$ cat src/rtl/ptp_bus_master.sv
// Point-to-point bus master: turns single writes and read bursts into strobed
// bus accesses with a fixed read latency and a ready/valid response channel.
`timescale 1ns/1ps
module ptp_bus_master #(
  parameter int RD_LAT   = 2,
  parameter int ADDR_INC = 4
) (
  input  logic        bus2ip_clk,
  input  logic        bus2ip_rst_n,
  input  logic        cmd_valid,
  output logic        cmd_ready,
  input  logic        cmd_wr,
  input  logic [31:0] cmd_addr,
  input  logic [31:0] cmd_wdata,
  input  logic [7:0]  cmd_len,
  output logic        rsp_valid,
  input  logic        rsp_ready,
  output logic [31:0] rsp_rdata,
  output logic        rsp_last,
  output logic [31:0] bus2ip_addr_o,
  output logic [31:0] bus2ip_data_o,
  output logic        bus2ip_rd_ce_o,
  output logic        bus2ip_wr_ce_o,
  input  logic [31:0] ip2bus_data_i,
  output logic        busy
);

  typedef enum logic [2:0] {
    ST_IDLE = 3'd0,
    ST_WR   = 3'd1,
    ST_RD   = 3'd2,
    ST_WAIT = 3'd3,
    ST_RSP  = 3'd4,
    ST_GAP  = 3'd5
  } state_t;

  localparam logic [3:0]  LAT_LAST  = 4'(RD_LAT - 1);
  localparam logic [31:0] ADDR_STEP = 32'(ADDR_INC);

  state_t      state_r, state_s;
  logic [31:0] addr_r, addr_s, wdata_r, wdata_s, rdata_r, rdata_s;
  logic [7:0]  cnt_r, cnt_s;
  logic [3:0]  wait_cnt_r, wait_s;
  logic        more_r, more_s;

  // Outputs are registered from the next-state view so they line up with the state
  logic        cmd_ready_r, cmd_ready_s, busy_r, busy_s;
  logic        rd_ce_r, rd_ce_s, wr_ce_r, wr_ce_s;
  logic        rsp_valid_r, rsp_valid_s, rsp_last_r, rsp_last_s;
  logic [31:0] bus_addr_r, bus_addr_s, bus_data_r, bus_data_s;

  // Next-state, burst bookkeeping and read-data capture
  always_comb begin
    state_s = state_r;
    addr_s  = addr_r;
    wdata_s = wdata_r;
    cnt_s   = cnt_r;
    more_s  = more_r;
    wait_s  = wait_cnt_r;
    rdata_s = rdata_r;
    case (state_r)
      ST_IDLE: begin
        if (cmd_valid && cmd_ready_r) begin
          state_s = cmd_wr ? ST_WR : ST_RD;
          addr_s  = cmd_addr;
          wdata_s = cmd_wdata;
          cnt_s   = cmd_len;
          more_s  = 1'b0;
        end else begin
          state_s = ST_IDLE;
        end
      end
      ST_WR: state_s = ST_GAP;
      ST_RD: begin
        state_s = ST_WAIT;
        wait_s  = 4'd0;
      end
      ST_WAIT: begin
        // Slave data is only looked at on the last wait cycle
        if (wait_cnt_r == LAT_LAST) begin
          state_s = ST_RSP;
          rdata_s = ip2bus_data_i;
        end else begin
          wait_s = wait_cnt_r + 4'd1;
        end
      end
      ST_RSP: begin
        if (rsp_ready) begin
          state_s = ST_GAP;
          if (cnt_r != 8'd0) begin
            cnt_s  = cnt_r - 8'd1;
            addr_s = addr_r + ADDR_STEP;
            more_s = 1'b1;
          end else begin
            more_s = 1'b0;
          end
        end else begin
          state_s = ST_RSP;
        end
      end
      ST_GAP:  state_s = more_r ? ST_RD : ST_IDLE;
      default: state_s = ST_IDLE;
    endcase
  end

  // Output values for the coming cycle; addr/data are forced to 0 without a strobe
  always_comb begin
    rd_ce_s     = (state_s == ST_RD);
    wr_ce_s     = (state_s == ST_WR);
    bus_addr_s  = (rd_ce_s || wr_ce_s) ? addr_s : 32'd0;
    bus_data_s  = wr_ce_s ? wdata_s : 32'd0;
    rsp_valid_s = (state_s == ST_RSP);
    rsp_last_s  = rsp_valid_s && (cnt_s == 8'd0);
    busy_s      = (state_s != ST_IDLE);
    cmd_ready_s = (state_s == ST_IDLE);
  end

  // State, datapath and output registers; reset drops everything immediately
  always_ff @(posedge bus2ip_clk or negedge bus2ip_rst_n) begin
    if (!bus2ip_rst_n) begin
      state_r     <= ST_IDLE;
      addr_r      <= 32'd0;
      wdata_r     <= 32'd0;
      rdata_r     <= 32'd0;
      cnt_r       <= 8'd0;
      wait_cnt_r  <= 4'd0;
      more_r      <= 1'b0;
      cmd_ready_r <= 1'b0;
      busy_r      <= 1'b0;
      rd_ce_r     <= 1'b0;
      wr_ce_r     <= 1'b0;
      rsp_valid_r <= 1'b0;
      rsp_last_r  <= 1'b0;
      bus_addr_r  <= 32'd0;
      bus_data_r  <= 32'd0;
    end else begin
      state_r     <= state_s;
      addr_r      <= addr_s;
      wdata_r     <= wdata_s;
      rdata_r     <= rdata_s;
      cnt_r       <= cnt_s;
      wait_cnt_r  <= wait_s;
      more_r      <= more_s;
      cmd_ready_r <= cmd_ready_s;
      busy_r      <= busy_s;
      rd_ce_r     <= rd_ce_s;
      wr_ce_r     <= wr_ce_s;
      rsp_valid_r <= rsp_valid_s;
      rsp_last_r  <= rsp_last_s;
      bus_addr_r  <= bus_addr_s;
      bus_data_r  <= bus_data_s;
    end
  end

  assign cmd_ready      = cmd_ready_r;
  assign busy           = busy_r;
  assign bus2ip_rd_ce_o = rd_ce_r;
  assign bus2ip_wr_ce_o = wr_ce_r;
  assign bus2ip_addr_o  = bus_addr_r;
  assign bus2ip_data_o  = bus_data_r;
  assign rsp_valid      = rsp_valid_r;
  assign rsp_last       = rsp_last_r;
  assign rsp_rdata      = rdata_r;

endmodule

$ cat config.mk
export PLATFORM = sky130hd
export DESIGN_NAME = ptp_bus_master
export DESIGN_NICKNAME = d
export VERILOG_FILES = /design/src/rtl/ptp_bus_master.sv
export SDC_FILE = /design/constraint.sdc
export NUM_CORES = 1
export LEC_CHECK = 0
export CAP_MARGIN = 20
export CORE_UTILIZATION = 46
export CTS_CLUSTER_DIAMETER = 60
export DETAILED_ROUTE_END_ITERATION = 8
export PLACE_DENSITY = 0.87
export SYNTH_ARGS = -nofsm -noshare
export SYNTH_HDL_FRONTEND = slang
export SYNTH_SLANG_ARGS = --single-unit
$ cat constraint.sdc
create_clock -name bus2ip_clk -period 3.4 [get_ports bus2ip_clk]
set_input_delay 0.34 -clock bus2ip_clk [delete_from_list [all_inputs] [get_ports bus2ip_clk]]
set_output_delay 0.34 -clock bus2ip_clk [all_outputs]
set_load 0.05 [all_outputs]
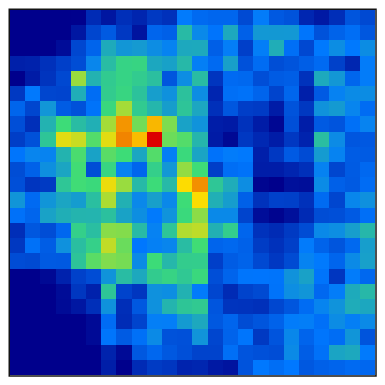
(images/wire_density.png)
(3 px per um) The die is cut into 24 by 24 equal tiles; dark blue is low, red is high, scaled to the fullest tile. Values are wire area over tile area, all layers added.
- mean over tiles: 0.21
- emptiest ninth of the die: south-west
- fullest tile: 0.85
- nearly empty tiles: 8.7%
- tiles over half the peak: 7.6%

==> impl_metrics.ini <==
; yosys + openroad results
[layout]
syn2layout_area_growth_pct = 45.2
finalInstanceArea_um2 = 9570
final_cell_mix = clkdlybuf4s50_1, dfrtp_1, nand2_1
final_cells = 1018
antenna_cells = 0
drive_gt1_share_pct = 11.5
final_core_util_pct = 68.7

[clock_tree]
cts_htree_levels = 4
cts_sinks = 150
cts_buffers = 17
worstSkewPairLatency_ns = 0.42
post_cts_resized = 0
cts_buffer_depth = 2
cts_setup_buffers = 0

[yosys]
mux_area_share_pct = 7.00
async_flop_share_pct = 100
yosys_area_um2 = 6590
top_area_share_pct = 56.9
synth.avg_cell_area_um2 = 10.8
yosysWarnings = 0
fp_nets = 725
top_logic_kind = simple AND/OR/NAND/NOR gates
xor_share_pct = 0.399
synth_flops = 150
ys_cells = 612
edf_count = 0
netlist_area_um2 = 6590
most_common_cell = dfrtp_1
top_cells_by_area = dfrtp_1, mux2_2, and3_1, nand2_1, a21oi_1
top_cells_by_count = dfrtp_1, nand2_1, and3_1
synth_top_cell_by_area = dfrtp_1
syn-instance-count = 612
ys_sh_adder_pct = 0.759
synth.distinct_cells = 60

[global_routing]
antenna_found_initial = 0
grt.busiest_layer = met2
use_met2_pct = 43.0
gr-usage-all-layers_pct = 25.9
grt_pass1_wl_um = 29200
grt_start_max_net_pins = 97
grt_util_met3_pct = 6.74

[floorplan]
ioPinCount = 211
die_h_um = 122
dieWidth_um = 122
dieArea_um2 = 14800
rows = 43

[worst_setup_path]
cp-end-kind = register
path_max_fanout = 6
r2r-end = rsp_last
r2r_start = cnt_r[0]
crit_type = register to register
cp-startpoint = cnt_r[0]
endpoint = rsp_last
rr_worst_depth = 8

[final_timing]
worst_pin_slew_ns = 0.796
final_hold_viol_count = 0
rsz0062_at_grt = false
timing.final.max_slew_violations = 0
period_needed_ns = 2.73
fin_ws_ns = 0.672
fin_skew_ns = 0.00916
setup_viol = 0
finalClockPeriodUsage_pct = 80.2
hold_ws_ns = 0.442

[placement]
dp_hpwl_um = 12700
place_inst = 985
place_area_um2 = 8940
gp_congestion = 0.902

[power_and_ir_drop]
p_int_mw = 5.13
leakagePower_nw = 4.22
clockPowerShare_pct = 22.0
combPwrFrac_pct = 45.4
power_mw = 8.98
peakVddDrop_mv = 0.388
power.switching_mw = 3.85

[run]
drv_cap = 0
warnings = 27

[detailed_routing]
antenna_left = 0
dr.pass1.iters = 5
routed_wirelength_um = 18700
drc = 0
viasPerCell = 5.68

[outcome]
status = finished clean
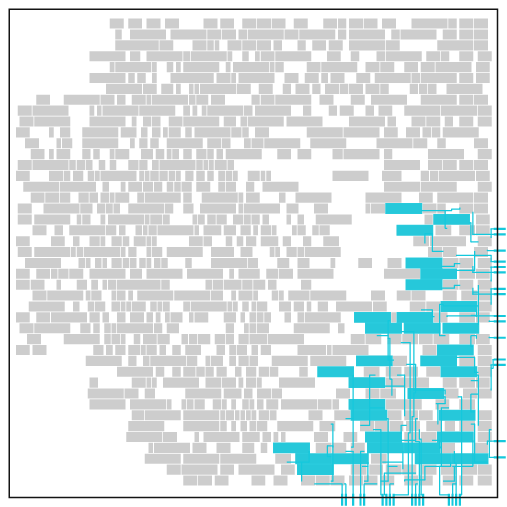
(images/port_nets.png)
(4 px per um)
- cyan: `rsp_rdata` (direction output; end cells 32; buffers 32; wire 738 um)

layer usage:
metal | vias up | routed length (um)
met5 | - | 0
met4 | 0 | 572
met3 | 59 | 1490
met2 | 283 | 9160
met1 | 2784 | 7500
li1 | 2658 | -
registers in the layout, summed over array words and instances (netlist names):
| name | flops |
|---|---|
| addr_r | 32 |
| bus2ip_addr_o | 32 |
| bus2ip_data_o | 32 |
| rsp_rdata | 32 |
| cnt_r | 8 |
| wait_cnt_r | 4 |
| state_r | 3 |
| bus2ip_rd_ce_o | 1 |
| bus2ip_wr_ce_o | 1 |
| busy | 1 |
| cmd_ready | 1 |
| more_r | 1 |
| rsp_last | 1 |
| rsp_valid | 1 |
worst max-delay path: stages (launching register included):
cell and delay (ns):
dfrtp_1 0.43, inv_1 0.10, ha_1 0.26, or3b_2 0.51
o21ai_4 0.21, nor2_2 0.10, a221o_1 0.31, or4_1 0.52
nor4b_2 0.22
power by group through the flow:
| stage | Sequential (mW) | Clock, mW | Combinational, mW |
|---|---|---|---|
| after floorplan | 3.90 | 0 | 1.64 |
| after global placement | 2.90 | 0 | 3.97 |
| after detailed placement | 2.93 | 0 | 4.03 |
| after CTS | 2.91 | 2.01 | 4.06 |
| after global routing | 3.01 | 2.09 | 4.33 |
| final | 2.93 | 1.98 | 4.07 |
repair_timing:
item | in CTS | in global routing
endpoints found under the setup margin | 0 | 0
hold endpoints to repair | 54 | 0
hold buffers | 1 | 0
area by class of cell:
| type | instances | area (um^2) |
|---|---|---|
| fill | 1035 | 4360 |
| sequential | 150 | 3750 |
| multi-input combinational | 410 | 2650 |
| timing repair buffer | 228 | 2250 |
| clock buffer | 20 | 447 |
| tap | 180 | 225 |
| clock inverter | 12 | 176 |
| inverter | 18 | 67.6 |
No activity file was given, so power comes from the tool's default toggle rates.
